==> config.mk <==
export PLATFORM = sky130hd
export DESIGN_NAME = btn_conditioner
export DESIGN_NICKNAME = d
export VERILOG_FILES = /design/src/rtl/btn_pkg.sv /design/src/rtl/btn_sync.sv /design/src/rtl/btn_conditioner.sv
export SDC_FILE = /design/constraint.sdc
export NUM_CORES = 1
export LEC_CHECK = 0
export CORE_MARGIN = 8
export CORE_UTILIZATION = 40
export DETAILED_ROUTE_END_ITERATION = 16
export HOLD_SLACK_MARGIN = 0.1
export SYNTH_ARGS = -nofsm -noshare
export SYNTH_HDL_FRONTEND = slang
export SYNTH_HIERARCHICAL = 1
export SYNTH_SLANG_ARGS = --single-unit
==> constraint.sdc <==
create_clock -name clk -period 2.49 [get_ports clk]
set_input_delay 0.3735 -clock clk [delete_from_list [all_inputs] [get_ports clk]]
set_output_delay 0.3735 -clock clk [all_outputs]
set_load 0.1 [all_outputs]
Fig. 1: metal layers overlaid
Scale: 4 px per µm. Two of the layers only.
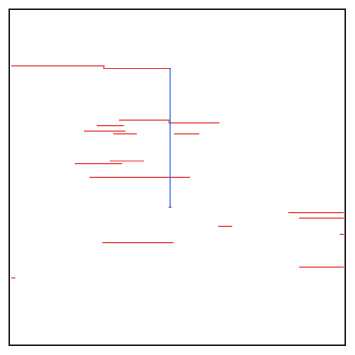
legend:
  metal 4:
    colour: blue
    wire_length: 34.7 µm
  metal 3:
    colour: red
    wire_length: 196 µm
WL/cell: 15.3 µm
final WL: 4330 µm
Via Count: 1,646
gr usage total: 12.5%

Fig. 2: routed metal per tile
Scale: 4 px per µm. 17 x 17 tiles, from dark blue (low) to red (high), scaled to the fullest tile. Values are wire area over tile area, all layers added.
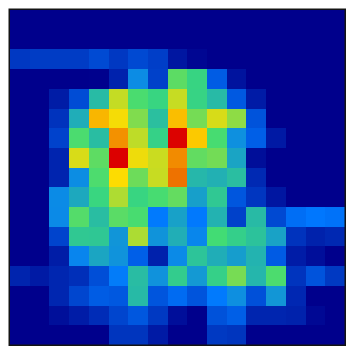
mean over tiles: 0.097
emptiest ninth of the die: top right
nearly empty tiles: 39%
densest ninth of the die: middle
fullest tile: 0.49

==> reports/qor.txt <==
post-synthesis async set-or-reset flop share -> 0%
post-CTS resize count -> 0
critical-path cell list -> ha_1 -> nand3_1 -> nand4bb_1 -> o31ai_1 -> o21ai_0 -> o31ai_1
Non-CTS buffers -> 20
Lkg Pwr -> 0.730 nW
Main synth FF type -> dfxtp_1
DR DRC count -> 0
Synth Cell Area -> 0.00183 mm²
HP Class -> register to register
crit end category -> register
Layout area overhead -> 13.1%
Nets -> 236
most frequent logic cell in the layout -> dfxtp_1
Main power group -> sequential cells
Final clock-cell share -> 4.23%
crit path max fanout -> 7
Cells after Synth -> 218
pin count of the biggest net entering global routing -> 35
Yosys top cell by area -> dfxtp_1
n_taps -> 52
tally of filler cells in the layout -> 451
Clock Path Buffers -> 2
ant diodes -> 0
layout cell share with drive strength beyond 1 -> 14.7%
syn avg cell area -> 8.40 µm²
wire length on met1 -> 2190 µm
Net Switching -> 0.000261 W
WL met2 -> 1910 µm
PD cells -> 512 mW/mm²
die height -> 83.7 µm
period utilisation layout -> 87.2%
Root Buffer -> clkbuf_8
number of cells on the critical path -> 6
Setup Viol. Count Final -> 0
WL met3 -> 195 µm
Log Warnings -> 26
crit path max-delay cell type -> o31ai_1
sequential fraction of design power -> 53.6%
Reg2Reg Depth -> 6
Max-area cell share -> 38.3%
combinational power -> 0.0000745 W
dominant class by area -> multi-input combinational cells
met1 Usage GRT -> 16.5%
core area -> 0.00438 mm²
clk latency late pin -> 290 ps
max reg flops -> 20
status -> finished, final reports clean
global-route wire length before repair -> 7280 µm
Sw Share -> 24.6%
WP data arrival -> 2370 ps
Slew Viols, Final -> 0
crit start category -> register
r2r setup slk -> 320 ps
io pins -> 15
std cell rows -> 24
P_clk -> 0.000418 W
FMAX -> 460 MHz
flip-flop and latch area -> 701 µm²
cell families after synthesis:
kind of cell / Yosys count / synth area share [%]
muxes: 6 / 3.35
adders and majority gates: 2 / 1.37
other: 1 / 0.205
and+or+nand+nor: 104 / 32.5
AOI/OAI and AO/OA: 49 / 18.4
xor gates and xnor gates: 3 / 1.44
DFF: 35 / 38.3
buffers and inverters: 18 / 4.51
stage by stage:
step	utilization (%)	worst slack [ps]	instance area [µm²]	cells	total power [W]
finish	47.2	318	2070	283	0.00106
global route	47.2	103	2070	283	0.00111
CTS	47.2	310	2070	283	0.00108
detailed placement	45.2	308	1980	276	0.000656
global placement	45.2	356	1980	276	0.000657
floorplan	-	451	1830	218	0.000634
Power is estimated from default activity; no workload was simulated.
